File: src/rtl/alu_pkg.sv
// Shared opcode map, FSM state encoding and helpers for the sequential ALU.
// Used by seq_alu and alu_iter_muldiv.
package alu_pkg;

  localparam logic [3:0] OP_PASS_A = 4'b0001;
  localparam logic [3:0] OP_PASS_B = 4'b0010;
  localparam logic [3:0] OP_INC1   = 4'b0011;
  localparam logic [3:0] OP_INC2   = 4'b0100;
  localparam logic [3:0] OP_INC3   = 4'b0101;
  localparam logic [3:0] OP_DEC1   = 4'b0110;
  localparam logic [3:0] OP_DEC2   = 4'b0111;
  localparam logic [3:0] OP_DEC3   = 4'b1000;
  localparam logic [3:0] OP_ADD    = 4'b1001;
  localparam logic [3:0] OP_SUB    = 4'b1010;
  localparam logic [3:0] OP_MUL    = 4'b1011;
  localparam logic [3:0] OP_DIV    = 4'b1100;
  localparam logic [3:0] OP_CONCAT = 4'b1101;

  typedef enum logic [1:0] {IDLE, EXEC, MUL, DIV} state_t;

  typedef enum logic {MODE_MUL, MODE_DIV} muldiv_mode_t;

  // 0000, 1110 and 1111 are accepted but leave c and dz untouched.
  function automatic logic is_valid_op(input logic [3:0] op);
    return (op >= OP_PASS_A) && (op <= OP_CONCAT);
  endfunction

endpackage

File: src/rtl/alu_iter_muldiv.sv
// Iterative shift-add multiplier / restoring divider, one bit per cycle.
// With SEQ_ALU_HWMUL_EN defined only the divide path is built.
module alu_iter_muldiv
  import alu_pkg::*;
#(
  parameter int DATA_W      = 18,
  parameter int ITER_CYCLES = DATA_W
) (
  input  logic              clk,
  input  logic              rst_n,
  input  logic              go,
  input  muldiv_mode_t      mode,
  input  logic [DATA_W-1:0] a,
  input  logic [DATA_W-1:0] b,
  output logic              done_i,
  output logic [DATA_W-1:0] result
);

  localparam int CNT_W = (ITER_CYCLES > 1) ? $clog2(ITER_CYCLES) : 1;
  localparam logic [CNT_W-1:0] CNT_LAST = CNT_W'(ITER_CYCLES - 1);

  // x: multiplicand / divisor, y: multiplier / quotient shift, acc: product / remainder
  logic              active_q;
  muldiv_mode_t      mode_q;
  logic [CNT_W-1:0]  cnt_q;
  logic [DATA_W-1:0] x_q, y_q, acc_q;

  logic [DATA_W:0]   rem_sh, rem_diff;
  logic              rem_ge;
  logic [DATA_W-1:0] rem_nxt, quo_nxt;
  logic [DATA_W-1:0] x_nxt, y_nxt, acc_nxt;

  // NOTE: every signal assigned in this block gets a default first, so no
  // path through the if-branches can leave one unassigned and infer a latch.
  always_comb begin
    rem_sh   = {acc_q, y_q[DATA_W-1]};
    rem_ge   = (rem_sh >= {1'b0, x_q});
    rem_diff = rem_sh - {1'b0, x_q};
    rem_nxt  = rem_ge ? rem_diff[DATA_W-1:0] : rem_sh[DATA_W-1:0];
    quo_nxt  = {y_q[DATA_W-2:0], rem_ge};

    x_nxt   = x_q;
    y_nxt   = quo_nxt;
    acc_nxt = rem_nxt;
    result  = quo_nxt;
`ifndef SEQ_ALU_HWMUL_EN
    if (mode_q == MODE_MUL) begin
      acc_nxt = y_q[0] ? (acc_q + x_q) : acc_q;
      x_nxt   = x_q << 1;
      y_nxt   = y_q >> 1;
      result  = acc_nxt;
    end
`else
    if (mode_q != MODE_DIV) result = '0;
`endif
  end

  // result is the value the final step produces, so the top can capture it
  // on the same edge that retires the operation.
  assign done_i = active_q && (cnt_q == CNT_LAST);

  // NOTE: sequential state uses non-blocking assignments so every register
  // samples pre-edge values. The datapath registers are reset too, so a
  // reset mid-operation leaves no partial result behind.
  always_ff @(posedge clk or negedge rst_n) begin
    if (!rst_n) begin
      active_q <= 1'b0;
      mode_q   <= MODE_MUL;
      cnt_q    <= '0;
      x_q      <= '0;
      y_q      <= '0;
      acc_q    <= '0;
    end else if (go) begin
      active_q <= 1'b1;
      mode_q   <= mode;
      cnt_q    <= '0;
      x_q      <= (mode == MODE_DIV) ? a : b;
      y_q      <= (mode == MODE_DIV) ? b : a;
      acc_q    <= '0;
    end else if (active_q) begin
      x_q   <= x_nxt;
      y_q   <= y_nxt;
      acc_q <= acc_nxt;
      cnt_q <= cnt_q + CNT_W'(1);
      if (cnt_q == CNT_LAST) active_q <= 1'b0;
    end
  end

endmodule

File: src/rtl/seq_alu.sv
// Handshaked sequential ALU: start/done protocol, result register and flags.
// Define SEQ_ALU_HWMUL_EN to replace the iterative multiply with a 1-cycle one.
module seq_alu
  import alu_pkg::*;
#(
  parameter int DATA_W = 18
) (
  input  logic              clk,
  input  logic              rst_n,
  input  logic              start,
  input  logic [3:0]        alu_sel,
  input  logic [DATA_W-1:0] a,
  input  logic [DATA_W-1:0] b,
  output logic              busy,
  output logic              done,
  output logic [DATA_W-1:0] c,
  output logic              lsb,
  output logic              neg,
  output logic              zero,
  output logic              dz
);

  localparam int MUL_CYCLES = DATA_W;
  localparam int HALF_W     = DATA_W / 2;

  state_t            state_q, state_d;
  logic [DATA_W-1:0] c_q, c_d;
  logic              dz_q, dz_d;
  logic [DATA_W-1:0] exec_res;

  logic              iter_go;
  muldiv_mode_t      iter_mode;
  logic              iter_done;
  logic [DATA_W-1:0] iter_result;

  alu_iter_muldiv #(
    .DATA_W      (DATA_W),
    .ITER_CYCLES (MUL_CYCLES)
  ) u_iter (
    .clk    (clk),
    .rst_n  (rst_n),
    .go     (iter_go),
    .mode   (iter_mode),
    .a      (a),
    .b      (b),
    .done_i (iter_done),
    .result (iter_result)
  );

  // Single-cycle results come straight from the operand inputs and are
  // registered on the accepting edge, so c is valid in the EXEC (done) cycle.
  always_comb begin
    exec_res = c_q;
    case (alu_sel)
      OP_PASS_A: exec_res = a;
      OP_PASS_B: exec_res = b;
      OP_INC1:   exec_res = b + DATA_W'(1);
      OP_INC2:   exec_res = b + DATA_W'(2);
      OP_INC3:   exec_res = b + DATA_W'(3);
      OP_DEC1:   exec_res = b - DATA_W'(1);
      OP_DEC2:   exec_res = b - DATA_W'(2);
      OP_DEC3:   exec_res = b - DATA_W'(3);
      OP_ADD:    exec_res = b + a;
      OP_SUB:    exec_res = b - a;
`ifdef SEQ_ALU_HWMUL_EN
      OP_MUL:    exec_res = b * a;
`endif
      OP_CONCAT: exec_res = {a[HALF_W-1:0], b[HALF_W-1:0]};
      default:   exec_res = c_q;
    endcase
  end

  always_comb begin
    state_d   = state_q;
    c_d       = c_q;
    dz_d      = dz_q;
    iter_go   = 1'b0;
    iter_mode = MODE_DIV;
    case (state_q)
      IDLE: begin
        if (start) begin
          state_d = EXEC;
          if (alu_sel == OP_DIV) begin
            if (a == '0) begin
              c_d  = '1;
              dz_d = 1'b1;
            end else begin
              iter_go   = 1'b1;
              iter_mode = MODE_DIV;
              dz_d      = 1'b0;
              state_d   = DIV;
            end
          end
`ifndef SEQ_ALU_HWMUL_EN
          else if (alu_sel == OP_MUL) begin
            iter_go   = 1'b1;
            iter_mode = MODE_MUL;
            dz_d      = 1'b0;
            state_d   = MUL;
          end
`endif
          else if (is_valid_op(alu_sel)) begin
            c_d  = exec_res;
            dz_d = 1'b0;
          end
        end
      end
      // EXEC is the done cycle for every op; start is ignored here.
      EXEC: state_d = IDLE;
      MUL, DIV: begin
        if (iter_done) begin
          c_d     = iter_result;
          state_d = EXEC;
        end
      end
      default: state_d = IDLE;
    endcase
  end

  always_ff @(posedge clk or negedge rst_n) begin
    if (!rst_n) begin
      state_q <= IDLE;
      c_q     <= '0;
      dz_q    <= 1'b0;
    end else begin
      state_q <= state_d;
      c_q     <= c_d;
      dz_q    <= dz_d;
    end
  end

  assign busy = (state_q == MUL) || (state_q == DIV);
  assign done = (state_q == EXEC);
  assign c    = c_q;
  assign dz   = dz_q;
  assign lsb  = c_q[0];
  assign neg  = c_q[DATA_W-1];
  assign zero = (c_q == '0);

endmodule
File: config.mk
export PLATFORM = sky130hd
export DESIGN_NAME = seq_alu
export DESIGN_NICKNAME = d
export VERILOG_FILES = /design/src/rtl/alu_pkg.sv /design/src/rtl/alu_iter_muldiv.sv /design/src/rtl/seq_alu.sv
export SDC_FILE = /design/constraint.sdc
export NUM_CORES = 1
export LEC_CHECK = 0
export ABC_AREA = 0
export CAP_MARGIN = 10
export CORE_MARGIN = 4
export CORE_UTILIZATION = 30
export CTS_CLUSTER_DIAMETER = 60
export CTS_CLUSTER_SIZE = 8
export DETAILED_ROUTE_END_ITERATION = 10
export PLACE_DENSITY_LB_ADDON = 0.15
export SKIP_CTS_REPAIR_TIMING = 1
export SYNTH_ARGS = -nofsm -noshare
export SYNTH_HDL_FRONTEND = slang
export SYNTH_SLANG_ARGS = --single-unit
export TNS_END_PERCENT = 100
File: constraint.sdc
create_clock -name clk -period 4.1 [get_ports clk]
set_input_delay 0.82 -clock clk [delete_from_list [all_inputs] [get_ports clk]]
set_output_delay 0.82 -clock clk [all_outputs]
set_load 0.03 [all_outputs]
==> run_1/final_placement.png <==
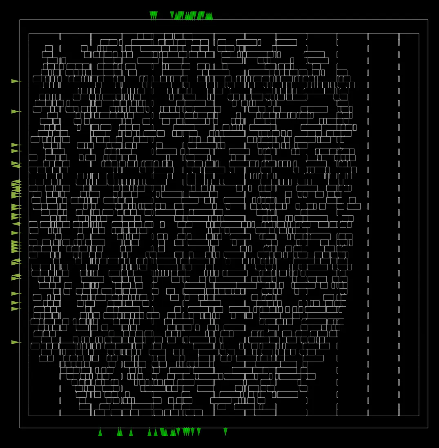
Fillers: 3135
Finished Core Util: 0.390
site row count: 63

==> run_1/metal_stack.png <==
(2 px per µm) Only two layers are drawn.
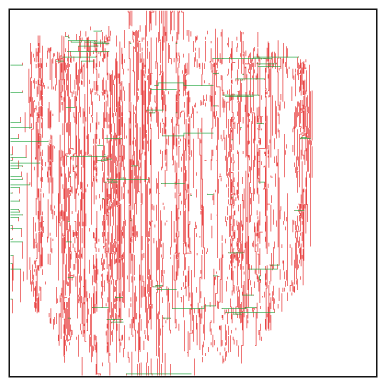
legend:
  green:
    layer: met3
    wire_length: 754 µm
  red:
    layer: met2
    wire_length: 15200 µm
gr usage total: 0.192
routed via count: 9286
Total Routed Length: 32.5 mm
DR WL/cell: 18.9 µm

==> impl_metrics.json, run 1 <==
{
  "pwr-share-clk": 0.112,
  "power.share.sequential": 0.214,
  "area_leaders": "dfrtp_1, ha_1, mux2i_1, a21oi_1, o21ai_0",
  "fin_crit_ps": 3930,
  "path_max_fanout": 6,
  "skew_ps": 8.65,
  "warnings": 27,
  "clock-sinks": 82,
  "hold_path_class": "register to register",
  "end_kind": "register",
  "hpwlAfterDp_mm": 25.9,
  "status": "finished, final reports clean",
  "p_switching_uw": 3720,
  "overflow": 0,
  "yosys_warnings": 0,
  "swShare": 0.485,
  "grt_antenna_before_repair": 0,
  "coreArea_um2": 30000,
  "chip_area_um2": 33500,
  "cts_tree": "done",
  "grt_pass1_wl_mm": 51.3,
  "timing.final.crit_share": 0.959,
  "syn_inst": 1168,
  "dpl_worst_slack_ps": -542
}
==> run_1/port_nets.png <==
(1.5 px per µm)
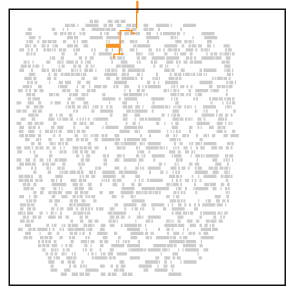
legend:
  orange:
    port: `neg`
    bits: 1
    direction: output
    end_cells: 1
    buffers: 1
    wire: 50.5 µm
Buffers on Ports: 66
# IOs: 67

==> run_1/pins.png <==
(2 px per µm) Pins as bars across the die edge, other pins in grey.
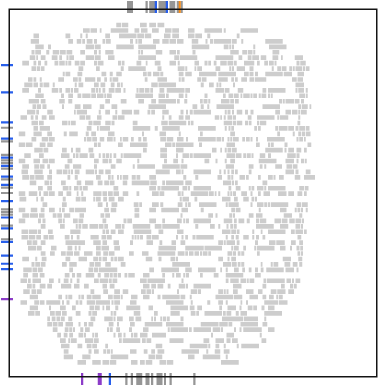
legend:
  purple:
    port: `alu_sel`
    pins: 4
    direction: input
    edge: 3 bottom, 1 left
  blue:
    port: `b`
    pins: 18
    direction: input
    edge: 15 left, 2 top, 1 bottom
  orange:
    port: `neg`
    pins: 1
    direction: output
    edge: top
Die H: 183 µm
Die Wd: 183 µm

run 1: stage by stage:
step / cells / instance area [µm²] / power (µW) / util / TNS (ps)
global placement: 1703 / 11100 / 6710 / 0.372 / -2330
detailed placement: 1703 / 11100 / 6760 / 0.372 / -2830
global route: 1723 / 11700 / 8390 / 0.390 / -9.95
CTS: 1719 / 11400 / 7670 / 0.382 / -538
floorplan: 1168 / 9180 / 5220 / - / 0
finish: 1723 / 11700 / 7670 / 0.390 / 0
run 1: per-layer routing:
layer,track usage,part of all wire,vias to the layer above
met5,0,0,-
met4,0.0620,0.034,0
met3,0.0167,0.023,44
met2,0.325,0.47,162
met1,0.258,0.48,4394
li1,-,-,4686
run 1: cell families (layout without fill, tap and decap cells):
group	after synthesis	after routing	share of synthesized area
AOI/OAI and AO/OA	418	418	0.301
buffers and inverters	115	280	0.0594
DFF	82	82	0.223
xor gates and xnor gates	56	56	0.0534
adders and majority gates	74	74	0.104
muxes	69	69	0.0757
and+or+nand+nor	354	354	0.183
run 1: critical path: stages:
cell and delay (ps):
clkdlybuf4s50_1 490, nand2b_2 170, nor2_1 80, buf_4 160, buf_4 130, fa_1 380
a21o_1 180, a21o_1 190, a21o_1 200, o31a_1 330, a31oi_1 250, buf_4 150
o21ai_0 80, a221oi_1 410, a21oi_1 120
run 1: power groups by stage:
| stage | clock network [µW] | logic [µW] | registers, µW |
|---|---|---|---|
| 3_5_place_dp | 0 | 5110 | 1650 |
| 2_1_floorplan | 0 | 3580 | 1640 |
| 4_1_cts | 878 | 5150 | 1640 |
| 5_1_grt | 912 | 5770 | 1710 |
| 6_report | 859 | 5170 | 1640 |
| 3_3_place_gp | 0 | 5060 | 1650 |
run 1: placed cells by master (no fill, tap or decap), types with 38 or more instances in the layout:
master,n
nand2_1,99
nor2_1,96
a211oi_1,38
dfrtp_1,80
o21ai_0,75
mux2i_1,65
ha_1,68
buf_4,152
inv_1,41
clkdlybuf4s50_1,60
a21oi_1,92
run 1: state kept, by name (all words and copies together), names as in the netlist:
| register | count |
|---|---|
| u_iter.mode_q | 1 |
| u_iter.active_q | 1 |
| dz | 1 |
| u_iter.cnt_q | 5 |
| u_iter.y_q | 18 |
| u_iter.x_q | 18 |
| c | 18 |
| u_iter.acc_q | 18 |
| state_q | 2 |
run 1: area by class of cell:
cell class                 count  area [µm²]
clock inverter                 2        35.0
tap                          390         488
timing repair buffer         221        1880
fill                        3135       18300
clock buffer                  14         274
sequential                    82        2050
multi-input combinational    971        6790
inverter                      43         161
run 1: worst paths after layout:
kind	slack (ps)	startpoint	to	depth (start not counted)
worst max register to register	490	u_iter.acc_q[0]$_DFFE_PN0P_	c[14]$_DFFE_PN0P_	11
worst min register to register	480	dz$_DFFE_PN0P_	dz$_DFFE_PN0P_	2
worst min-delay path	480	dz$_DFFE_PN0P_	dz$_DFFE_PN0P_	2
max in group asynchronous	2680	rst_n	c[4]$_DFFE_PN0P_	2
min in group asynchronous	560	rst_n	dz$_DFFE_PN0P_	1
worst max-delay path	170	alu_sel[3]	c[15]$_DFFE_PN0P_	15
==> run_1/drive_strength.png <==
(2 px per µm)
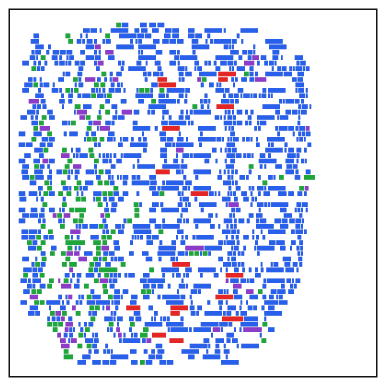

==> run 2: changes to the inputs <==
--- a/config.mk
+++ b/config.mk
@@ -8,7 +8,7 @@
 export ABC_AREA = 0
 export CAP_MARGIN = 10
 export CORE_MARGIN = 4
-export CORE_UTILIZATION = 30
+export CORE_UTILIZATION = 45
 export CTS_CLUSTER_DIAMETER = 60
 export CTS_CLUSTER_SIZE = 8
 export DETAILED_ROUTE_END_ITERATION = 10
==> run_2/drive_strength.png <==
(3 px per µm)
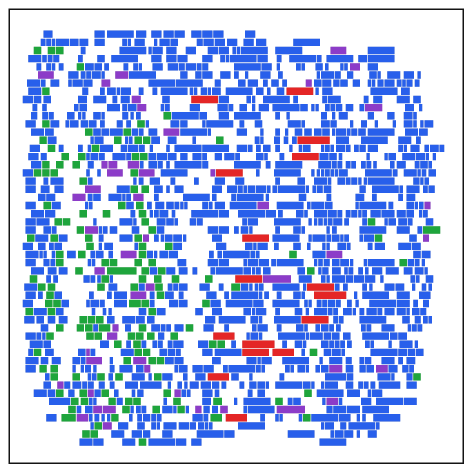
legend:
  red:
    size: drive 6 and up
    cells: 16
    share: 1.2%
    most_used: clkbuf_16
  green:
    size: drive 3 to 4
    cells: 149
    share: 11%
    most_used: buf_4
  purple:
    size: drive 2
    cells: 49
    share: 3.7%
    most_used: or2_2
  blue:
    size: drive 1 or less
    cells: 1108
    share: 84%
    most_used: nand2_1
final instance area: 11400 µm²
Setup WS post-layout: 127 ps
Signal buffers: 210

==> run_2/pins.png <==
(3 px per µm) Pins as bars across the die edge, other pins in grey.
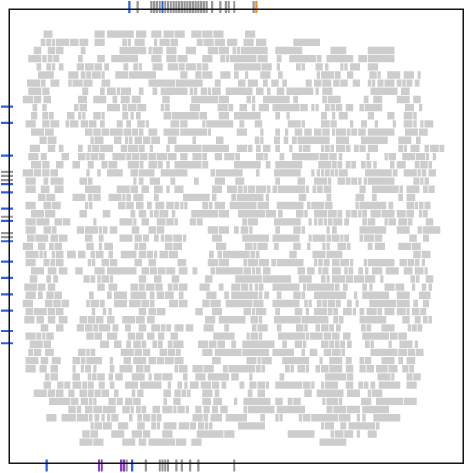
legend:
  purple:
    port: `alu_sel`
    pins: 4
    direction: input
    edge: bottom
  orange:
    port: `neg`
    pins: 1
    direction: output
    edge: top
  blue:
    port: `b`
    pins: 18
    direction: input
    edge: 14 left, 2 bottom, 2 top
all pins by edge: 30 top, 20 left, 17 bottom
Die H: 151 µm
Die Wd: 151 µm

==> impl_metrics.json, run 2 <==
{
  "fin_crit_ps": 3970,
  "dpl_cell_area_um2": 10900,
  "nNetsFinal": 1434,
  "io_pins": 67,
  "final_cell_count_no_fill": 1587,
  "hold_path_class": "register to register",
  "swShare": 0.480,
  "pwr-share-clk": 0.121,
  "ant_nets": 0,
  "ff2ff_setup_slack_ps": 650,
  "fillers": 1870,
  "seqCellArea_um2": 2050,
  "final-comb-area_um2": 6730,
  "p_switching_uw": 3660,
  "dp.cells": 1570,
  "ys_cells": 1168,
  "coreArea_um2": 19800,
  "crit_start": "a[1]",
  "worst-setup-path-type": "input pin to register",
  "wl_mm": 29.7,
  "syn_inst": 1168,
  "warnings": 27,
  "common_cells": "nand2_1, nor2_1, a21oi_1",
  "status": "finished, final reports clean",
  "power.share.sequential": 0.214,
  "finalPower_uw": 7640,
  "grt_pass1_wl_mm": 47.6,
  "yosys_warnings": 0,
  "cts_tree": "done",
  "drt-wirelength-per-cell_um": 18.7,
  "overflow": 0,
  "r2r-end": "c[14]$_DFFE_PN0P_",
  "most-common-layout-cells": "buf_4, nand2_1, nor2_1",
  "area_leaders": "dfrtp_1, ha_1, mux2i_1, a21oi_1, o21ai_0",
  "track_usage": 0.265,
  "ys_async_sr_fraction": 1.00,
  "path_max_fanout": 3,
  "layout_top_cell": "buf_4",
  "clock-sinks": 82,
  "hold-path-endpoint": "dz$_DFFE_PN0P_",
  "reg2reg_depth": 11,
  "hold_depth": 2,
  "portBuffers": 66,
  "chip_area_um2": 22800,
  "worstHoldStart": "dz$_DFFE_PN0P_",
  "num_vias": 9364,
  "r2r_start": "u_iter.acc_q[0]$_DFFE_PN0P_",
  "end_kind": "register"
}
[run 2: cell counts after synthesis]
Identical to the previous run, type by type.
[run 2: kinds of logic (layout without fill, tap and decap cells)]
kind of cell	after synthesis	count (layout)	synth area share
muxes	69	69	0.0757
AOI/OAI and AO/OA	418	418	0.301
buffers and inverters	115	269	0.0594
xor gates and xnor gates	56	56	0.0534
adders and majority gates	74	74	0.104
and+or+nand+nor	354	354	0.183
DFF	82	82	0.223
[run 2: worst max-delay path by stage]
stage                        endpoint  slack [ps]
global placement    c[17]$_DFFE_PN0P_        -400
finish              c[13]$_DFFE_PN0P_         130
detailed placement  c[17]$_DFFE_PN0P_        -480
global route        c[13]$_DFFE_PN0P_         -10
floorplan           c[17]$_DFFE_PN0P_         130
CTS                 c[17]$_DFFE_PN0P_        -130
[run 2: cell type report]
| cell class | count | share of cell area |
|---|---|---|
| Clock inverter | 5 | 0.00909 |
| Inverter | 43 | 0.0141 |
| Sequential cell | 82 | 0.180 |
| Timing Repair Buffer | 210 | 0.158 |
| Tap cell | 265 | 0.0290 |
| Multi-Input combinational cell | 971 | 0.590 |
| Clock buffer | 11 | 0.0204 |
[run 2: power by group through the flow]
stage	Clock (µW)	Sequential, µW	Combinational [µW]
4_1_cts	941	1620	5050
3_5_place_dp	0	1630	5000
2_1_floorplan	0	1640	3580
5_1_grt	986	1690	5630
3_3_place_gp	0	1630	4940
6_report	922	1630	5090
[run 2: layer usage]
metal	vias to the layer above	GRT usage	part of all wire
met4	0	0.0956	0.033
met5	-	0	0
li1	4669	-	-
met2	257	0.430	0.47
met3	49	0.0266	0.040
met1	4389	0.367	0.46
[run 2: critical path: stages]
cell and delay, ps:
clkdlybuf4s50_1 450, inv_1 70, ha_2 180, or3b_4 400
o21ai_1 130, a211oi_1 90, ha_1 220, or3_4 330
a311oi_2 330, nor2_2 110, a311oi_2 290, buf_4 180
xnor2_1 70, a221oi_2 210, a221oi_1 100, a21o_1 210
[run 2: through the flow]
step	hold slack (ps)	setup TNS, ps	utilization	setup WS, ps
after floorplan	504	0	-	127
after global placement	468	-1960	0.552	-403
after detailed placement	478	-2320	0.552	-480
after CTS	492	-290	0.569	-134
after global routing	552	-9.83	0.577	-9.83
final	486	0	0.577	127
Power figures rest on the tool's default switching activity, not on a simulated workload.
